**src/rtl/pp_uart_dispatch_pkg.sv**
```systemverilog
`timescale 1ns/1ps
// Shared constants and serializer state encoding for the periplex UART dispatch slice.
package pp_uart_dispatch_pkg;

  localparam int unsigned PP_TOTAL_UART = 4;
  localparam int unsigned PP_HDR_BYTES  = 4;
  localparam int unsigned PP_CONT_BYTES = 6;

  typedef enum logic [1:0] {
    ST_IDLE = 2'd0,
    ST_SEND = 2'd1,
    ST_CFG  = 2'd2
  } pp_ser_state_e;

endpackage

```
**src/rtl/pp_beat_fifo.sv**
```systemverilog
`timescale 1ns/1ps
// Circular beat queue with wrapping pointers and an occupancy count; DEPTH must be a power of two >= 2.
module pp_beat_fifo #(
  parameter int unsigned DEPTH = 4,
  parameter int unsigned WIDTH = 59,
  localparam int unsigned CW   = $clog2(DEPTH + 1)
) (
  input  logic             clk,
  input  logic             rst_n,
  input  logic             i_push,
  input  logic             i_pop,
  input  logic [WIDTH-1:0] i_wdata,
  output logic [WIDTH-1:0] o_rdata,
  output logic             o_full,
  output logic             o_empty,
  output logic [CW-1:0]    o_count
);

  localparam int unsigned AW = $clog2(DEPTH);

  logic [WIDTH-1:0] r_mem [DEPTH];
  logic [AW-1:0]    r_wr_ptr;
  logic [AW-1:0]    r_rd_ptr;
  logic [CW-1:0]    r_count;
  logic             w_wr;
  logic             w_rd;

  assign w_rd = i_pop && (r_count != '0);
  // A full queue still accepts a push when the head leaves in the same cycle.
  assign w_wr = i_push && (!o_full || w_rd);

  always_ff @(posedge clk or negedge rst_n) begin
    if (!rst_n) begin
      r_wr_ptr <= '0;
      r_rd_ptr <= '0;
      r_count  <= '0;
    end else begin
      if (w_wr) r_wr_ptr <= r_wr_ptr + AW'(1);
      if (w_rd) r_rd_ptr <= r_rd_ptr + AW'(1);
      if (w_wr && !w_rd)      r_count <= r_count + CW'(1);
      else if (w_rd && !w_wr) r_count <= r_count - CW'(1);
    end
  end

  always_ff @(posedge clk) begin
    if (w_wr) r_mem[r_wr_ptr] <= i_wdata;
  end

  assign o_rdata = r_mem[r_rd_ptr];
  assign o_full  = (r_count == CW'(DEPTH));
  assign o_empty = (r_count == '0);
  assign o_count = r_count;

endmodule

```
**src/rtl/pp_uart_dispatch.sv**
```systemverilog
`timescale 1ns/1ps
// Queues UART-group beats from the periplex decoder and serializes them as per-channel bytes or config strobes.
// Build option: PP_UART_DISPATCH_DROPCNT_EN adds a saturating dropped-beat counter on drop_cnt.
module pp_uart_dispatch
  import pp_uart_dispatch_pkg::*;
#(
  parameter int unsigned TOTAL_UART  = PP_TOTAL_UART,
  parameter int unsigned SEL_WIDTH   = 7,
  parameter int unsigned LEN_WIDTH   = 7,
  parameter int unsigned VALUE_WIDTH = 48,
  parameter int unsigned DEPTH       = 4
) (
  input  logic                   clk,
  input  logic                   rst_n,
  input  logic                   uart_grp_en,
  input  logic [SEL_WIDTH-1:0]   slv_sel,
  input  logic                   cfg,
  input  logic [LEN_WIDTH-1:0]   str_len,
  input  logic [VALUE_WIDTH-1:0] value,
  output logic [TOTAL_UART-1:0]  tx_valid,
  output logic [7:0]             tx_data,
  input  logic [TOTAL_UART-1:0]  tx_ready,
  output logic                   cfg_valid,
  output logic [SEL_WIDTH-1:0]   cfg_sel,
  output logic [31:0]            cfg_data,
  output logic                   overflow,
  output logic                   busy,
  output logic [7:0]             drop_cnt
);

  localparam int unsigned EW = 1 + SEL_WIDTH + 3 + VALUE_WIDTH;
  localparam int unsigned CW = $clog2(DEPTH + 1);

  logic                   r_in_msg;
  logic [LEN_WIDTH-1:0]   r_remaining;
  logic                   w_push;
  logic [2:0]             w_nbytes;
  logic [VALUE_WIDTH-1:0] w_beat_data;
  logic                   w_in_msg_nx;
  logic [LEN_WIDTH-1:0]   w_rem_nx;

  logic [EW-1:0]          w_rdata;
  logic                   w_full;
  logic                   w_empty;
  logic [CW-1:0]          w_count;
  logic                   w_pop;
  logic                   w_push_ok;
  logic                   w_drop;
  logic [CW-1:0]          w_cnt_nx;

  pp_ser_state_e          r_state, w_state_nx;
  logic [SEL_WIDTH-1:0]   r_sel, w_sel_nx;
  logic [2:0]             r_nb, w_nb_nx;
  logic [VALUE_WIDTH-1:0] r_data, w_data_nx;
  logic [2:0]             r_idx, w_idx_nx;
  logic                   w_sel_ready;

  logic [TOTAL_UART-1:0]  r_tx_valid, w_tx_valid_nx;
  logic [7:0]             r_tx_data, w_tx_data_nx;
  logic                   r_cfg_valid;
  logic [SEL_WIDTH-1:0]   r_cfg_sel, w_cfg_sel_nx;
  logic [31:0]            r_cfg_data, w_cfg_data_nx;
  logic                   r_overflow;
  logic                   r_busy;

  // Beat classification: config, message header, or continuation of the current message.
  always_comb begin
    w_push      = 1'b0;
    w_nbytes    = '0;
    w_beat_data = '0;
    w_in_msg_nx = r_in_msg;
    w_rem_nx    = r_remaining;
    if (uart_grp_en && (32'(slv_sel) < 32'(TOTAL_UART))) begin
      if (cfg) begin
        w_push      = 1'b1;
        w_beat_data = value;
      end else if (!r_in_msg) begin
        w_nbytes    = (str_len > LEN_WIDTH'(PP_HDR_BYTES)) ? 3'(PP_HDR_BYTES) : 3'(str_len);
        w_beat_data = VALUE_WIDTH'(value[31:0]);
        w_rem_nx    = str_len - LEN_WIDTH'(w_nbytes);
        w_in_msg_nx = (w_rem_nx != '0);
        w_push      = (str_len != '0);
      end else begin
        w_nbytes    = (r_remaining > LEN_WIDTH'(PP_CONT_BYTES)) ? 3'(PP_CONT_BYTES) : 3'(r_remaining);
        w_beat_data = value;
        w_rem_nx    = r_remaining - LEN_WIDTH'(w_nbytes);
        w_in_msg_nx = (w_rem_nx != '0);
        w_push      = 1'b1;
      end
    end
  end

  assign w_push_ok = w_push && (!w_full || w_pop);
  assign w_drop    = w_push && w_full && !w_pop;
  assign w_cnt_nx  = w_count + CW'(w_push_ok) - CW'(w_pop);

  pp_beat_fifo #(
    .DEPTH (DEPTH),
    .WIDTH (EW)
  ) u_fifo (
    .clk     (clk),
    .rst_n   (rst_n),
    .i_push  (w_push),
    .i_pop   (w_pop),
    .i_wdata ({cfg, slv_sel, w_nbytes, w_beat_data}),
    .o_rdata (w_rdata),
    .o_full  (w_full),
    .o_empty (w_empty),
    .o_count (w_count)
  );

  assign w_sel_ready = |(tx_ready & (TOTAL_UART'(1) << r_sel));

  // Serializer next state plus the registered output values it implies.
  always_comb begin
    w_state_nx = r_state;
    w_sel_nx   = r_sel;
    w_nb_nx    = r_nb;
    w_data_nx  = r_data;
    w_idx_nx   = r_idx;
    w_pop      = 1'b0;
    case (r_state)
      ST_IDLE: begin
        if (!w_empty) begin
          w_pop      = 1'b1;
          w_sel_nx   = w_rdata[EW-2 -: SEL_WIDTH];
          w_nb_nx    = w_rdata[VALUE_WIDTH +: 3];
          w_data_nx  = w_rdata[VALUE_WIDTH-1:0];
          w_idx_nx   = '0;
          w_state_nx = w_rdata[EW-1] ? ST_CFG : ST_SEND;
        end
      end
      ST_SEND: begin
        if (w_sel_ready) begin
          if (r_idx == r_nb - 3'd1) w_state_nx = ST_IDLE;
          else                      w_idx_nx   = r_idx + 3'd1;
        end
      end
      ST_CFG:  w_state_nx = ST_IDLE;
      default: w_state_nx = ST_IDLE;
    endcase

    w_tx_valid_nx = '0;
    w_tx_data_nx  = '0;
    w_cfg_sel_nx  = '0;
    w_cfg_data_nx = '0;
    if (w_state_nx == ST_SEND) begin
      w_tx_valid_nx = TOTAL_UART'(1) << w_sel_nx;
      w_tx_data_nx  = w_data_nx[{w_idx_nx, 3'b000} +: 8];
    end
    if (w_state_nx == ST_CFG) begin
      w_cfg_sel_nx  = w_sel_nx;
      w_cfg_data_nx = w_data_nx[31:0];
    end
  end

  always_ff @(posedge clk or negedge rst_n) begin
    if (!rst_n) begin
      r_in_msg    <= 1'b0;
      r_remaining <= '0;
      r_state     <= ST_IDLE;
      r_sel       <= '0;
      r_nb        <= '0;
      r_data      <= '0;
      r_idx       <= '0;
      r_tx_valid  <= '0;
      r_tx_data   <= '0;
      r_cfg_valid <= 1'b0;
      r_cfg_sel   <= '0;
      r_cfg_data  <= '0;
      r_overflow  <= 1'b0;
      r_busy      <= 1'b0;
    end else begin
      r_in_msg    <= w_in_msg_nx;
      r_remaining <= w_rem_nx;
      r_state     <= w_state_nx;
      r_sel       <= w_sel_nx;
      r_nb        <= w_nb_nx;
      r_data      <= w_data_nx;
      r_idx       <= w_idx_nx;
      r_tx_valid  <= w_tx_valid_nx;
      r_tx_data   <= w_tx_data_nx;
      r_cfg_valid <= (w_state_nx == ST_CFG);
      r_cfg_sel   <= w_cfg_sel_nx;
      r_cfg_data  <= w_cfg_data_nx;
      r_busy      <= (w_cnt_nx != '0) || (w_state_nx != ST_IDLE);
      if (w_drop) r_overflow <= 1'b1;
    end
  end

`ifdef PP_UART_DISPATCH_DROPCNT_EN
  logic [7:0] r_drop_cnt;

  always_ff @(posedge clk or negedge rst_n) begin
    if (!rst_n)                            r_drop_cnt <= '0;
    else if (w_drop && r_drop_cnt != 8'hFF) r_drop_cnt <= r_drop_cnt + 8'd1;
  end

  assign drop_cnt = r_drop_cnt;
`else
  assign drop_cnt = 8'd0;
`endif

  assign tx_valid  = r_tx_valid;
  assign tx_data   = r_tx_data;
  assign cfg_valid = r_cfg_valid;
  assign cfg_sel   = r_cfg_sel;
  assign cfg_data  = r_cfg_data;
  assign overflow  = r_overflow;
  assign busy      = r_busy;

endmodule

```
**config.mk**
```make
export PLATFORM = sky130hd
export DESIGN_NAME = pp_uart_dispatch
export DESIGN_NICKNAME = d
export VERILOG_FILES = /design/src/rtl/pp_uart_dispatch_pkg.sv /design/src/rtl/pp_beat_fifo.sv /design/src/rtl/pp_uart_dispatch.sv
export SDC_FILE = /design/constraint.sdc
export NUM_CORES = 1
export LEC_CHECK = 0
export CORE_MARGIN = 1
export CORE_UTILIZATION = 52
export CTS_CLUSTER_DIAMETER = 100
export DETAILED_ROUTE_END_ITERATION = 7
export HOLD_SLACK_MARGIN = 0.1
export PLACE_DENSITY = 0.85
export SKIP_CTS_REPAIR_TIMING = 1
export SYNTH_ARGS = -nofsm -noshare
export SYNTH_HDL_FRONTEND = slang
export SYNTH_HIERARCHICAL = 1
export SYNTH_SLANG_ARGS = --single-unit
```
**constraint.sdc**
```tcl
create_clock -name clk -period 3.7 [get_ports clk]
set_input_delay 0.37 -clock clk [delete_from_list [all_inputs] [get_ports clk]]
set_output_delay 0.37 -clock clk [all_outputs]
set_load 0.05 [all_outputs]
```
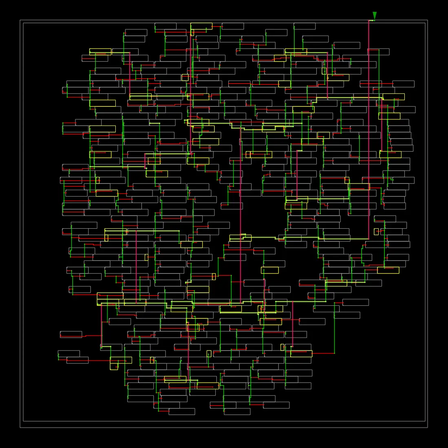
Figure 1: run 1, clock routing.
Clock Latency Late Sink: 0.52 ns
clk_buf instances: 51
CTS Sinks: 368
Power Clock: 3.81 mW
total CTS buffers: 35

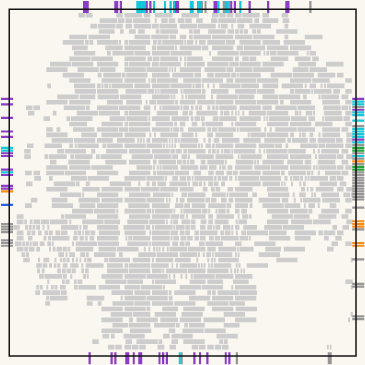
Figure 2: run 1, I/O pins on the die edge.
Drawn at 2 px/um. Pins as bars across the die edge, other pins in gray.
port	color	pins	direction	edge
cfg	blue	1	input	west
cfg_data	cyan	32	output	17 north, 11 east, 3 west, 1 south
tx_valid	green	4	output	east
slv_sel	orange	7	input	6 east, 1 west
value	purple	48	input	18 north, 16 south, 11 west, 3 east
all pins by edge	48 east, 40 north, 23 west, 21 south

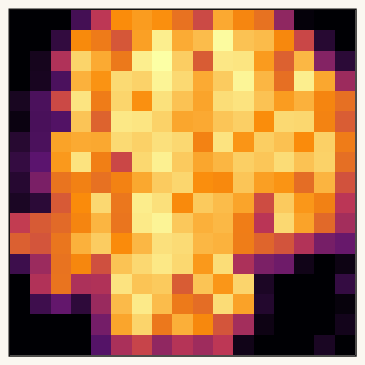
Figure 3: run 1, cell density map.
Drawn at 2 px/um. The die is cut into 17 by 17 equal tiles; black is low, pale yellow is high, 0 to 100% covered.
fullest tile	100%
nearly empty tiles	13%
mean over tiles	59%
tiles over 75% full	45%
emptiest ninth of the die	south-east

==> run summary, run 1 <==
fresh numbers from the pnr run: Tool Warnings 31, first-pass iteration count of the detailed router 7, status finished with violations, delay-heaviest family, CP simple AND/OR/NAND/NOR gates, Biggest Area Class registers, DR vias 8877, Worst Path Buf+Inv 3, Cell Pwr Density 714.9 mW/mm2, Hold Vio Cnt, Final 11, Worst VDD drop approximately 0.33 mV, CTS tree yes, initial DRC count a little under 1000, critical path's slowest cell or3_2, hold slack -0.01641 ns, Critical Path Sink Type register, crit path cell chain nor3_1, buf_4, or3_2, inv_2, ha_1, inv_1, ha_1, fa_1, xnor2_1, xnor2_1, nor3_1, nand3_1, met3 Usage GRT between 3 and 4%, antenna-violating nets left 0, count leader, synth edfxtp_1, Least-Margin Pin Slew 1.111 ns, clock network power share between 20 and 30%, sequential area share after synthesis between 60% and 70%, # DRC 0, layer with the highest usage met2, largest net degree at the start of global routing 115, Top Consumer registers, Max Cap Violations 0, Flop area about 0.010 mm2, FFs w/ async S/R, synth a little over a third, DR vias/cell 5.783, failing checks hold timing, RD Place Congestion around 0.86, grt ovf 0
==> run 2: changes to the inputs <==
--- a/config.mk
+++ b/config.mk
@@ -7,7 +7,7 @@
 export LEC_CHECK = 0
 export CORE_MARGIN = 1
 export CORE_UTILIZATION = 52
-export CTS_CLUSTER_DIAMETER = 100
+export CTS_CLUSTER_DIAMETER = 80
 export DETAILED_ROUTE_END_ITERATION = 7
 export HOLD_SLACK_MARGIN = 0.1
 export PLACE_DENSITY = 0.85
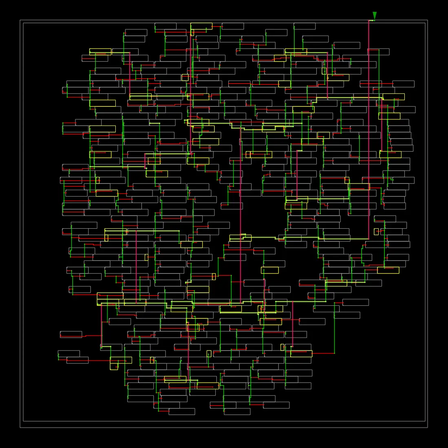
Figure 4: run 2, clock routing.
Flop Count: 368
Setup Skew: 0.01759 ns

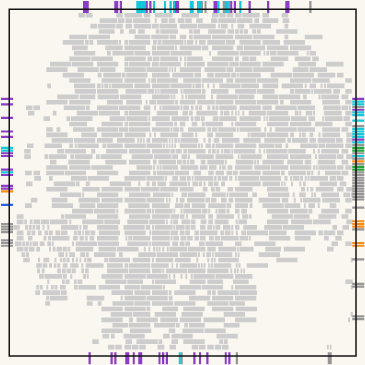
Figure 5: run 2, I/O pins on the die edge.
Drawn at 2 px/um. Pins as bars across the die edge, other pins in gray.
port	color	pins	direction	edge
cfg	blue	1	input	west
slv_sel	orange	7	input	6 east, 1 west
tx_valid	green	4	output	east
cfg_data	cyan	32	output	17 north, 11 east, 3 west, 1 south
value	purple	48	input	18 north, 16 south, 11 west, 3 east
all pins by edge	48 east, 40 north, 23 west, 21 south

==> run 2 against run 1 <==
Compared with the run above:
- critical endpoint unchanged
- final cell count stayed put
- die area stayed put
- non-clock buffer count stayed put
- the run still ends with hold timing left
- highest routed layer unchanged
- critical path depth stayed put
- synthesized cell count stayed put
==> run summary, run 2 <==
fresh numbers from the pnr run: Hold Vio Cnt, Final 11 (unchanged), Top Consumer registers, layer with the highest usage met2, Critical Path Sink Type register, DR vias 8877 (unchanged), largest net degree at the start of global routing 115 (unchanged), hold slack -0.01641 ns (unchanged), count leader, synth edfxtp_1, Flop area 0.01040 mm2 (unchanged), grt ovf 0 (unchanged), CTS tree yes, crit path cell chain nor3_1, buf_4, or3_2, inv_2, ha_1, inv_1, ha_1, fa_1, xnor2_1, xnor2_1, nor3_1, nand3_1, Worst VDD drop 0.3330 mV (unchanged), met3 Usage GRT 3.804% (unchanged), Biggest Area Class registers, failing checks hold timing, status finished with violations, antenna-violating nets left 0 (unchanged), Tool Warnings 31 (unchanged), DR vias/cell 5.783 (unchanged), Clock Latency Late Sink 0.52 ns (about the same), sequential area share after synthesis 68.65% (unchanged)
No activity file was given, so power comes from the tool's default toggle rates.
